[src/rtl/tm1640_pkg.sv]
// Shared definitions for the TM1640 refresh sequencer: FSM encoding, command
// bytes, display-buffer geometry and the display-control byte builder.
package tm1640_pkg;

  localparam int BYTE_W    = 8;
  localparam int GRID_AW   = 4;
  localparam int MAX_GRIDS = 16;

  typedef logic [2:0] state_t;

  localparam state_t ST_IDLE      = 3'd0;
  localparam state_t ST_LAT_CMD   = 3'd1;
  localparam state_t ST_WAIT_CMD  = 3'd2;
  localparam state_t ST_LAT_ADDR  = 3'd3;
  localparam state_t ST_STREAM    = 3'd4;
  localparam state_t ST_LAT_CTRL  = 3'd5;
  localparam state_t ST_WAIT_CTRL = 3'd6;
  localparam state_t ST_HOLDOFF   = 3'd7;

  localparam logic [BYTE_W-1:0] CMD_DATA      = 8'h40;
  localparam logic [BYTE_W-1:0] CMD_ADDR0     = 8'hC0;
  localparam logic [BYTE_W-1:0] CMD_CTRL_BASE = 8'h80;

  // Byte offered to the driver together with its stop-after flag.
  typedef struct packed {
    logic [BYTE_W-1:0] data;
    logic              stop;
  } tm_byte_t;

  function automatic logic [BYTE_W-1:0] ctrl_byte(input logic disp_on,
                                                  input logic [2:0] level);
    return CMD_CTRL_BASE | {4'b0000, disp_on, level};
  endfunction

endpackage

[src/rtl/tm1640_refresh_ctrl_if.sv]
// Latch/busy byte handshake between the refresh sequencer (master) and the
// TM1640 serial byte driver (slave).
interface tm1640_refresh_ctrl_if;
  import tm1640_pkg::*;

  logic              tm_latch;
  logic [BYTE_W-1:0] tm_data;
  logic              tm_stop;
  logic              tm_busy;

  modport master (output tm_latch, output tm_data, output tm_stop, input tm_busy);
  modport slave  (input tm_latch, input tm_data, input tm_stop, output tm_busy);

endinterface

[src/rtl/tm1640_disp_buf.sv]
// Grid segment buffer with one write port and an asynchronous read port.
// With TM1640_SHADOW_EN defined a shadow bank snapshots the live bank on i_copy.
module tm1640_disp_buf
  import tm1640_pkg::*;
#(
  parameter int NUM_GRIDS = 16
) (
  input  logic               clk,
  input  logic               rst,
  input  logic               i_wr_en,
  input  logic [GRID_AW-1:0] i_wr_addr,
  input  logic [BYTE_W-1:0]  i_wr_data,
  input  logic               i_copy,
  input  logic [GRID_AW-1:0] i_rd_addr,
  output logic [BYTE_W-1:0]  o_rd_data
);

  localparam logic [GRID_AW:0] NG = (GRID_AW+1)'(NUM_GRIDS);

  logic [BYTE_W-1:0] r_live [MAX_GRIDS];
  logic              w_wr_ok;

  // Writes beyond the configured grid count are dropped.
  assign w_wr_ok = i_wr_en & ({1'b0, i_wr_addr} < NG);

  always_ff @(posedge clk) begin
    if (rst) begin
      for (int i = 0; i < MAX_GRIDS; i++) r_live[i] <= '0;
    end else if (w_wr_ok) begin
      r_live[i_wr_addr] <= i_wr_data;
    end
  end

`ifdef TM1640_SHADOW_EN
  logic [BYTE_W-1:0] r_shadow [MAX_GRIDS];

  // The copy takes the pre-write live contents, so a same-cycle write waits a frame.
  always_ff @(posedge clk) begin
    if (rst) begin
      for (int i = 0; i < MAX_GRIDS; i++) r_shadow[i] <= '0;
    end else if (i_copy) begin
      r_shadow <= r_live;
    end
  end

  assign o_rd_data = r_shadow[i_rd_addr];
`else
  logic w_unused_copy;
  assign w_unused_copy = i_copy;
  assign o_rd_data     = r_live[i_rd_addr];
`endif

endmodule

[src/rtl/tm1640_refresh_ctrl.sv]
// TM1640 frame sequencer: streams data cmd, address cmd + grid bytes and display
// control through the driver handshake, then holds off. TM1640_SHADOW_EN adds a shadow bank.
module tm1640_refresh_ctrl
  import tm1640_pkg::*;
#(
  parameter int          NUM_GRIDS   = 16,
  parameter int          REFRESH_DIV = 120000,
  parameter logic [7:0]  CMD_DATA    = 8'h40
) (
  input  logic                 clk,
  input  logic                 rst,
  input  logic                 enable,
  input  logic [2:0]           brightness,
  input  logic                 display_on,
  input  logic                 wr_en,
  input  logic [GRID_AW-1:0]   wr_addr,
  input  logic [BYTE_W-1:0]    wr_data,
  tm1640_refresh_ctrl_if.master drv,
  output logic                 active,
  output logic                 frame_done
);

  localparam int                 CNT_W     = (REFRESH_DIV > 1) ? $clog2(REFRESH_DIV) : 1;
  localparam logic [CNT_W-1:0]   HOLD_LOAD = CNT_W'(REFRESH_DIV - 1);
  localparam logic [GRID_AW-1:0] LAST_IDX  = GRID_AW'(NUM_GRIDS - 1);

  state_t             r_state;
  logic               r_busy_q;
  logic               r_last_stop;
  logic               r_frame_done;
  logic [GRID_AW-1:0] r_idx;
  logic [CNT_W-1:0]   r_hold;
  logic [BYTE_W-1:0]  r_ctrl;

  logic               w_busy_fall;
  logic               w_done;
  logic               w_latch;
  logic               w_copy;
  logic [BYTE_W-1:0]  w_grid;
  tm_byte_t           w_pres;

  // r_last_stop tracks the stop flag of the byte the driver currently owns.
  assign w_busy_fall = r_busy_q & ~drv.tm_busy;
  assign w_done      = w_busy_fall & r_last_stop;
  assign w_copy      = (r_state == ST_LAT_CMD) & w_latch;

  tm1640_disp_buf #(
    .NUM_GRIDS (NUM_GRIDS)
  ) u_buf (
    .clk       (clk),
    .rst       (rst),
    .i_wr_en   (wr_en),
    .i_wr_addr (wr_addr),
    .i_wr_data (wr_data),
    .i_copy    (w_copy),
    .i_rd_addr (r_idx),
    .o_rd_data (w_grid)
  );

  always_comb begin
    w_pres  = '0;
    w_latch = 1'b0;
    case (r_state)
      ST_LAT_CMD: begin
        w_pres.data = CMD_DATA;
        w_pres.stop = 1'b1;
        w_latch     = ~drv.tm_busy;
      end
      ST_WAIT_CMD: begin
        w_pres.data = CMD_DATA;
        w_pres.stop = 1'b1;
      end
      ST_LAT_ADDR: begin
        w_pres.data = CMD_ADDR0;
        w_pres.stop = 1'b0;
        w_latch     = ~drv.tm_busy;
      end
      ST_STREAM: begin
        w_pres.data = w_grid;
        w_pres.stop = (r_idx == LAST_IDX);
      end
      ST_LAT_CTRL: begin
        w_pres.data = ctrl_byte(display_on, brightness);
        w_pres.stop = 1'b1;
        w_latch     = ~drv.tm_busy;
      end
      ST_WAIT_CTRL: begin
        w_pres.data = r_ctrl;
        w_pres.stop = 1'b1;
      end
      default: ;
    endcase
  end

  assign drv.tm_latch = w_latch;
  assign drv.tm_data  = w_pres.data;
  assign drv.tm_stop  = w_pres.stop;
  assign active       = (r_state != ST_IDLE) && (r_state != ST_HOLDOFF);
  assign frame_done   = r_frame_done;

  always_ff @(posedge clk) begin
    if (rst) begin
      r_state      <= ST_IDLE;
      r_busy_q     <= 1'b0;
      r_last_stop  <= 1'b0;
      r_frame_done <= 1'b0;
      r_idx        <= '0;
      r_hold       <= '0;
    end else begin
      r_busy_q     <= drv.tm_busy;
      r_frame_done <= 1'b0;
      if (w_latch) r_last_stop <= w_pres.stop;
      case (r_state)
        ST_IDLE: begin
          if (enable) r_state <= ST_LAT_CMD;
        end
        ST_LAT_CMD: begin
          if (w_latch) r_state <= ST_WAIT_CMD;
        end
        ST_WAIT_CMD: begin
          if (w_done) r_state <= ST_LAT_ADDR;
        end
        ST_LAT_ADDR: begin
          if (w_latch) begin
            r_idx   <= '0;
            r_state <= ST_STREAM;
          end
        end
        ST_STREAM: begin
          // A busy fall either completes the stop byte or fetches the presented grid byte.
          if (w_done) begin
            r_state <= ST_LAT_CTRL;
          end else if (w_busy_fall) begin
            r_last_stop <= w_pres.stop;
            if (r_idx != LAST_IDX) r_idx <= r_idx + 1'b1;
          end
        end
        ST_LAT_CTRL: begin
          if (w_latch) r_state <= ST_WAIT_CTRL;
        end
        ST_WAIT_CTRL: begin
          if (w_done) begin
            r_frame_done <= 1'b1;
            r_hold       <= HOLD_LOAD;
            r_state      <= ST_HOLDOFF;
          end
        end
        ST_HOLDOFF: begin
          if (r_hold == '0) r_state <= enable ? ST_LAT_CMD : ST_IDLE;
          else              r_hold  <= r_hold - 1'b1;
        end
        default: r_state <= ST_IDLE;
      endcase
    end
  end

  // Control byte is frozen at latch time so brightness changes cannot glitch it.
  always_ff @(posedge clk) begin
    if (w_latch && (r_state == ST_LAT_CTRL)) r_ctrl <= w_pres.data;
  end

endmodule

[src/flat_wrapper.sv]
// flat-port wrapper written by rule: the top's interface ports become plain ports
module tm1640_refresh_ctrl_flat import tm1640_pkg::*;
#(
  parameter int          NUM_GRIDS   = 16,
  parameter int          REFRESH_DIV = 120000,
  parameter logic [7:0]  CMD_DATA    = 8'h40
)
  (clk, rst, enable, brightness, display_on, wr_en, wr_addr, wr_data, active, frame_done, drv_tm_latch, drv_tm_data, drv_tm_stop, drv_tm_busy);
  tm1640_refresh_ctrl_if drv_i ();
  input  logic clk;
  input  logic rst;
  input  logic enable;
  input  logic [2:0] brightness;
  input  logic display_on;
  input  logic wr_en;
  input  logic [GRID_AW-1:0] wr_addr;
  input  logic [BYTE_W-1:0] wr_data;
  output logic active;
  output logic frame_done;
  output wire logic [$bits(drv_i.tm_latch)-1:0] drv_tm_latch;
  output wire logic [$bits(drv_i.tm_data)-1:0] drv_tm_data;
  output wire logic [$bits(drv_i.tm_stop)-1:0] drv_tm_stop;
  input wire logic [$bits(drv_i.tm_busy)-1:0] drv_tm_busy;
  assign drv_tm_latch = drv_i.tm_latch;
  assign drv_tm_data = drv_i.tm_data;
  assign drv_tm_stop = drv_i.tm_stop;
  assign drv_i.tm_busy = drv_tm_busy;
  tm1640_refresh_ctrl #(.NUM_GRIDS(NUM_GRIDS), .REFRESH_DIV(REFRESH_DIV), .CMD_DATA(CMD_DATA)) u_core (.clk(clk), .rst(rst), .enable(enable), .brightness(brightness), .display_on(display_on), .wr_en(wr_en), .wr_addr(wr_addr), .wr_data(wr_data), .drv(drv_i), .active(active), .frame_done(frame_done));
endmodule
[config.mk]
export PLATFORM = sky130hd
export DESIGN_NAME = tm1640_refresh_ctrl_flat
export DESIGN_NICKNAME = d
export VERILOG_FILES = /design/src/rtl/tm1640_pkg.sv /design/src/rtl/tm1640_refresh_ctrl_if.sv /design/src/rtl/tm1640_disp_buf.sv /design/src/rtl/tm1640_refresh_ctrl.sv /design/src/flat_wrapper.sv
export SDC_FILE = /design/constraint.sdc
export NUM_CORES = 1
export LEC_CHECK = 0
export ABC_AREA = 0
export CAP_MARGIN = 40
export CORE_MARGIN = 8
export CORE_UTILIZATION = 58
export CTS_CLUSTER_SIZE = 20
export DETAILED_ROUTE_END_ITERATION = 10
export GPL_TIMING_DRIVEN = 0
export PLACE_DENSITY_LB_ADDON = 0.1
export REMOVE_ABC_BUFFERS = 1
export SKIP_LAST_GASP = 1
export SLEW_MARGIN = 20
export SYNTH_ARGS = -nofsm -noshare
export SYNTH_HDL_FRONTEND = slang
export SYNTH_SLANG_ARGS = --single-unit
[constraint.sdc]
create_clock -name clk -period 4 [get_ports clk]
set_clock_uncertainty 0.05 [all_clocks]
set_input_delay 0.4 -clock clk [delete_from_list [all_inputs] [get_ports clk]]
set_output_delay 0.4 -clock clk [all_outputs]
set_load 0.03 [all_outputs]
Run 1, the metal 1 layer:
Scale bar: 50 um. Cells faint in the background.
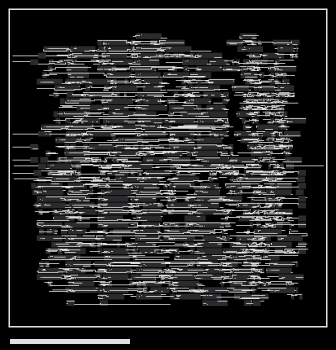
share of all routed wire	43%
main direction	horizontal
nets with wire on the layer	634
wire length on this layer	7140 um
longest straight run	53.8 um
final routed wirelength across all metal layers: 16700 um
via total after detailed routing: 4853

Run 1, met2 routing:
Cells faint in the background.
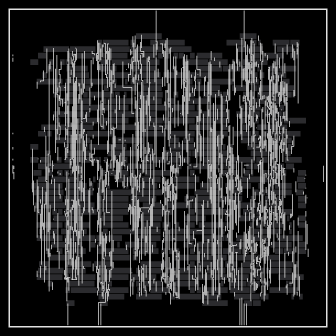
main direction	vertical
share of all routed wire	50%
met2 track utilization from global routing: 0.330

==> impl_metrics.yaml, run 1 <==
# yosys + openroad results
detailed_routing:
  top_layer: "met4"
  via_per_inst: 5.92
  routed_length_on_met1_um: 7140
  drt-pass1-iter-count: 4
  wl_met3_um: 913
synthesis:
  synth_cells: 605
  synth_top_cell_by_count: "sky130_fd_sc_hd__edfxtp_1"
  yosys_register_bits: 167
  post_synth_num_cell_types: 47
  yosys.area_share.aoi: 0.0560
  common_cells: "sky130_fd_sc_hd__edfxtp_1 (136), sky130_fd_sc_hd__and2_1 (130), sky130_fd_sc_hd__nor2_1 (38)"
  synth.yosys.seq_area_share: 0.604
  ys.warnings.count: 0
  post_synth_fa_ha_maj_area_fraction: 0.00482
  synth_top_flop_cell: "sky130_fd_sc_hd__edfxtp_1"
  synthMuxAreaShare: 0.0984
  synth.comb.largest_family: "simple AND/OR/NAND/NOR gates"
global_routing:
  met3_usage: 0.0564
  grt_first_pass_wirelength_um: 26400
  grt_antenna_before_repair: 0
  grt_pass1_vias: 5015
run_status:
  outcome: "finished clean"
finish:
  layout_top_cell: "sky130_fd_sc_hd__edfxtp_1"
  layout.non_clock_buffers: 38
  dominant_kind_of_cell_by_area: "sequential cells"
  clk_buffers: 19
  largest_register_ff_count: 128
  post_route_cells_drive_above_1_share: 0.135
  area_share_clock_buf_inv: 0.0664
  final_util: 0.673
  flop_area_sq_mm: 0.00471
  fin_nets: 655
place:
  place_area_sq_mm: 0.00827
  place_worst_setup_slack_ps: 589
cts:
  cts-root-to-sink-buffers: 2
  clock_latency_on_the_worst_skew_pair_ps: 430
  post-cts-setup-buffer-count: 0
  clkSlewWorstSetupHoldPaths_ps: 60
  cts.hold.buffers_added: 0
  numCtsBuffers: 17
pwr:
  cell_internal_pwr_uw: 3010
  largestPowerGroup: "sequential cells"
  comb_power_share: 0.051
  clock_power_share: 0.427
  totalPowerFinal_uw: 3800
floorplanning:
  nWellTaps: 176
  die_x_um: 132
  fp.dieH_um: 132
  num_io_pins: 33
final_timing:
  final_critical_path_setup_slack_ps: 260
  fmaxAchievable_ghz: 0.267
  grt_setup_unrepaired: "no"
  worst_pin_slew_ps: 913
critical_path:
  critPathRequiredTime_ps: 3550
  r2r-end: "u_core.r_idx[3]"
  crit_path_top_delay_cell: "sky130_fd_sc_hd__dfxtp_1"
  worst_setup_sp: "u_core.r_state[2]"
  end_kind: "primary output"
  cp.arrival_ps: 3290
hold_path:
  hold_path.startpoint: "rst"
flow_run:
  warning_count: 26
Run 1, the metal 3 layer:
Scale bar: 50 um. Cells faint in the background.
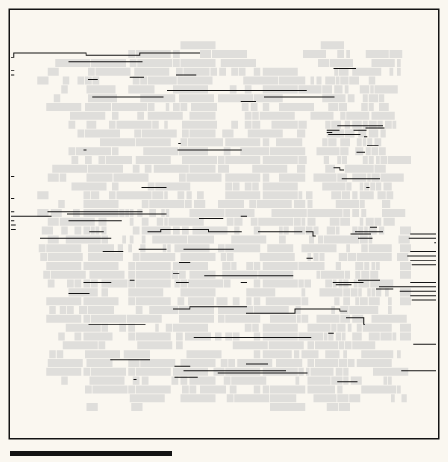
nets with wire on the layer	67
main direction	horizontal
share of all routed wire	5.5%
longest straight run	42.8 um

Run 1, placement view:
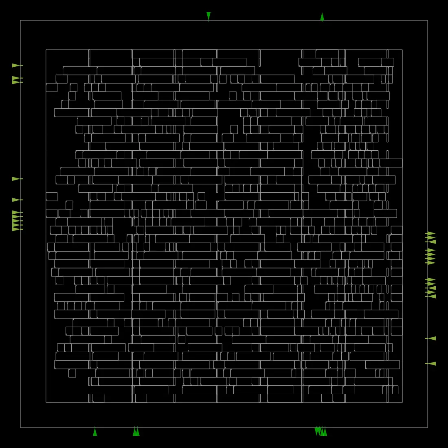

==> run 1 -> run 2 <==
PLACE_DENSITY = 0.76   (was not set)
PLACE_DENSITY_LB_ADDON = not set   (was 0.1)
Run 2, placement view:
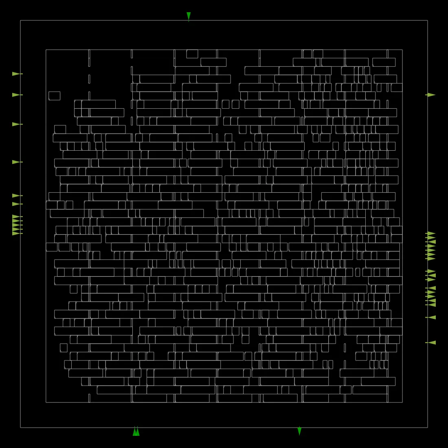
placeable core region: 0.0132 sq mm
Filler Cells Inserted: 956
fraction of area in registers: 0.533
final core utilization: 0.670
final instance count without filler cells: 819

==> impl_metrics.yaml, run 2 <==
# yosys + openroad results
run_status:
  outcome: "finished clean"
detailed_routing:
  routed_length_on_met1_um: 7260
  via_per_inst: 5.87
  top_layer: "met4"
  wl_met3_um: 959
  drt-pass1-iter-count: 4
finish:
  flop_area_sq_mm: 0.00471
  layout_top_cell: "sky130_fd_sc_hd__edfxtp_1"
  dominant_kind_of_cell_by_area: "sequential cells"
  largest_register_ff_count: 128
  layout.non_clock_buffers: 37
  post_route_cells_drive_above_1_share: 0.135
critical_path:
  crit_path_top_delay_cell: "sky130_fd_sc_hd__dfxtp_4"
  critPathRequiredTime_ps: 3550
cts:
  cts.hold.buffers_added: 0
  numCtsBuffers: 17
  clkSlewWorstSetupHoldPaths_ps: 60
  clock_latency_on_the_worst_skew_pair_ps: 440
global_routing:
  grt_pass1_vias: 4960
floorplanning:
  die_x_um: 132
  fp.dieH_um: 132
  num_io_pins: 33
final_timing:
  final_critical_path_setup_slack_ps: 175
  fmaxAchievable_ghz: 0.261
flow_run:
  warning_count: 26
synthesis:
  yosys_register_bits: 167
  synth.yosys.seq_area_share: 0.604
  synth_top_cell_by_count: "sky130_fd_sc_hd__edfxtp_1"
  synth.comb.largest_family: "simple AND/OR/NAND/NOR gates"
  yosys.area_share.aoi: 0.0560
  synth_top_flop_cell: "sky130_fd_sc_hd__edfxtp_1"
place:
  place_worst_setup_slack_ps: 611
pwr:
  clock_power_share: 0.425
  comb_power_share: 0.052
  cell_internal_pwr_uw: 2950
  largestPowerGroup: "sequential cells"
Run 2, the metal 1 layer:
Scale bar: 50 um. Cells faint in the background.
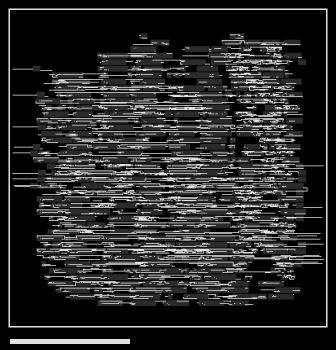
via total after detailed routing: 4810
GR Layer Usage met1: 0.258
final routed wirelength across all metal layers: 16700 um

==> run 2 -> run 3 <==
CORE_ASPECT_RATIO = 0.5   (was not set)
CTS_CLUSTER_DIAMETER = 80   (was not set)
SYNTH_HIERARCHICAL = 1   (was not set)
Run 3, placement view:
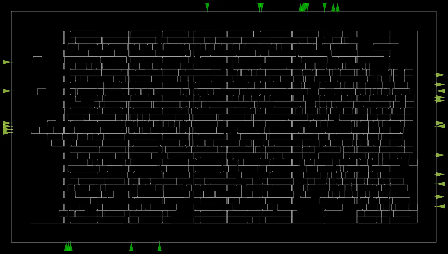
Filler Cells Inserted: 924
final core utilization: 0.663

Run 3, sequential cells grouped by signal name:
Other sequential cells in the stronger grey, the rest of the logic in the fainter grey.
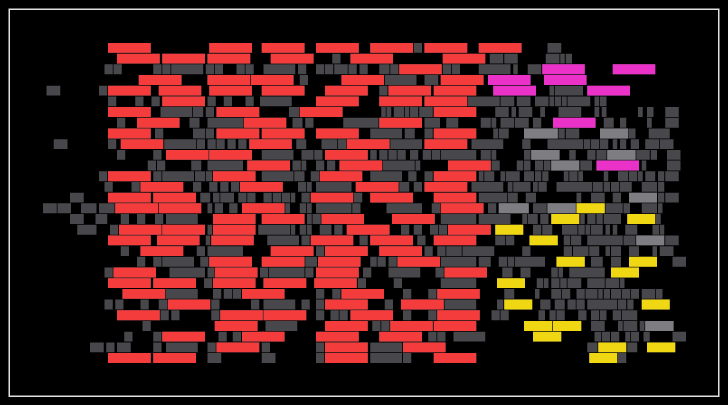
colour	name in the netlist	flops
yellow	u_core/r_hold	17
red	u_core/u_buf/r_live	128
magenta	u_core/r_ctrl	8
sequential group power: 1940 uW
Flop area: 0.00463 sq mm
fraction of area in registers: 0.523

==> impl_metrics.yaml, run 3 <==
# yosys + openroad results
detailed_routing:
  via_per_inst: 6.21
  number_of_routed_nets_with_antenna_violations: 0
  detail_route.wirelength_um: 17500
  wl_met3_um: 1530
  drt-pass1-iter-count: 5
  top_layer: "met4"
  via_total_after_detailed_routing: 5018
  routed_length_on_met1_um: 7120
global_routing:
  grt_busiest_layer: "met2"
  grt_first_pass_wirelength_um: 27400
  total_overflow_reported_by_the_global_router: 0
  grt.met1_usage: 0.250
  grt_max_degree: 40
  grt_pass1_vias: 5087
finish:
  fraction_of_area_in_multi_input_gates: 0.339
  design_area_sq_mm: 0.00885
  post_route_cells_drive_above_1_share: 0.165
  inv_count: 8
  clk_buffers: 17
  dominant_logic_cell_types_in_the_final_layout: "sky130_fd_sc_hd__edfxtp_1 (136), sky130_fd_sc_hd__and2_1 (129), sky130_fd_sc_hd__mux4_2 (32)"
  dominant_kind_of_cell_by_area: "sequential cells"
  fin_nets: 643
  nMultiInputCombCells: 390
  area_share_clock_buf_inv: 0.0654
  num_antenna_cells: 0
  layout.non_clock_buffers: 39
  layout_top_cell: "sky130_fd_sc_hd__edfxtp_1"
  largest_register_ff_count: 128
  numSequentialCells: 163
  final_cell_count_no_fill: 808
hold_path:
  hp-class: "reg -> reg"
  min_path_cells: 2
pwr:
  powerComb_uw: 231
  switching_pwr_uw: 916
  clock_power_share: 0.422
  largestPowerGroup: "sequential cells"
  comb_power_share: 0.061
  p_sw_frac: 0.244
  cell_internal_pwr_uw: 2840
  power.density_mw_per_mm2: 425
  reg_power_frac: 0.517
  power.static_leakage_uw: 0.00303
final_timing:
  grt_setup_unrepaired: "no"
  setup_viol: 0
  worst_pin_slew_ps: 773
  slew_viol_final: 0
  final.period_utilization: 0.911
  fmaxAchievable_ghz: 0.274
  totalNegativeSetupSlack_ps: 0
  final_critical_path_setup_slack_ps: 357
cts:
  clock_latency_on_the_worst_skew_pair_ps: 430
  cts_resized: 0
  clock-root-buffer: "sky130_fd_sc_hd__clkbuf_16"
  clock_tree_from_tritoncts: "yes"
  cts.hold.buffers_added: 0
  numCtsBuffers: 17
  clkSlewWorstSetupHoldPaths_ps: 70
  cts-root-to-sink-buffers: 2
critical_path:
  critical_path_cell_count: 8
  cp_num_buf_inv: 1
  timing.critical_path.cells: "mux4_2, a22oi_1, nand2_1, mux2i_1, nor2_1, a21oi_1, nor2_1, clkdlybuf4s50_1"
  r2r_cells: 7
  rr_startpoint: "u_core/r_idx[0]"
  cp.arrival_ps: 3190
  critical_path.most_common_cell: "sky130_fd_sc_hd__nor2_1"
  cp-start-kind: "flip-flop"
  end_kind: "primary output"
  crit_path_top_delay_cell: "sky130_fd_sc_hd__dfxtp_4"
  worst-setup-path-type: "reg -> out"
  critPathRequiredTime_ps: 3550
run_status:
  outcome: "finished clean"
place:
  io_buffer_count: 32
  place_worst_setup_slack_ps: 582
  placed_cells_incl_taps: 773
  place_area_sq_mm: 0.00824
floorplanning:
  die_x_um: 180
  fp.dieH_um: 98.0
  num_io_pins: 33
  design.core.area_sq_mm: 0.0134
  nWellTaps: 176
synthesis:
  ys.warnings.count: 6
flow_run:
  warning_count: 26
  drv_cap: 0
Power is estimated from default activity; no workload was simulated.
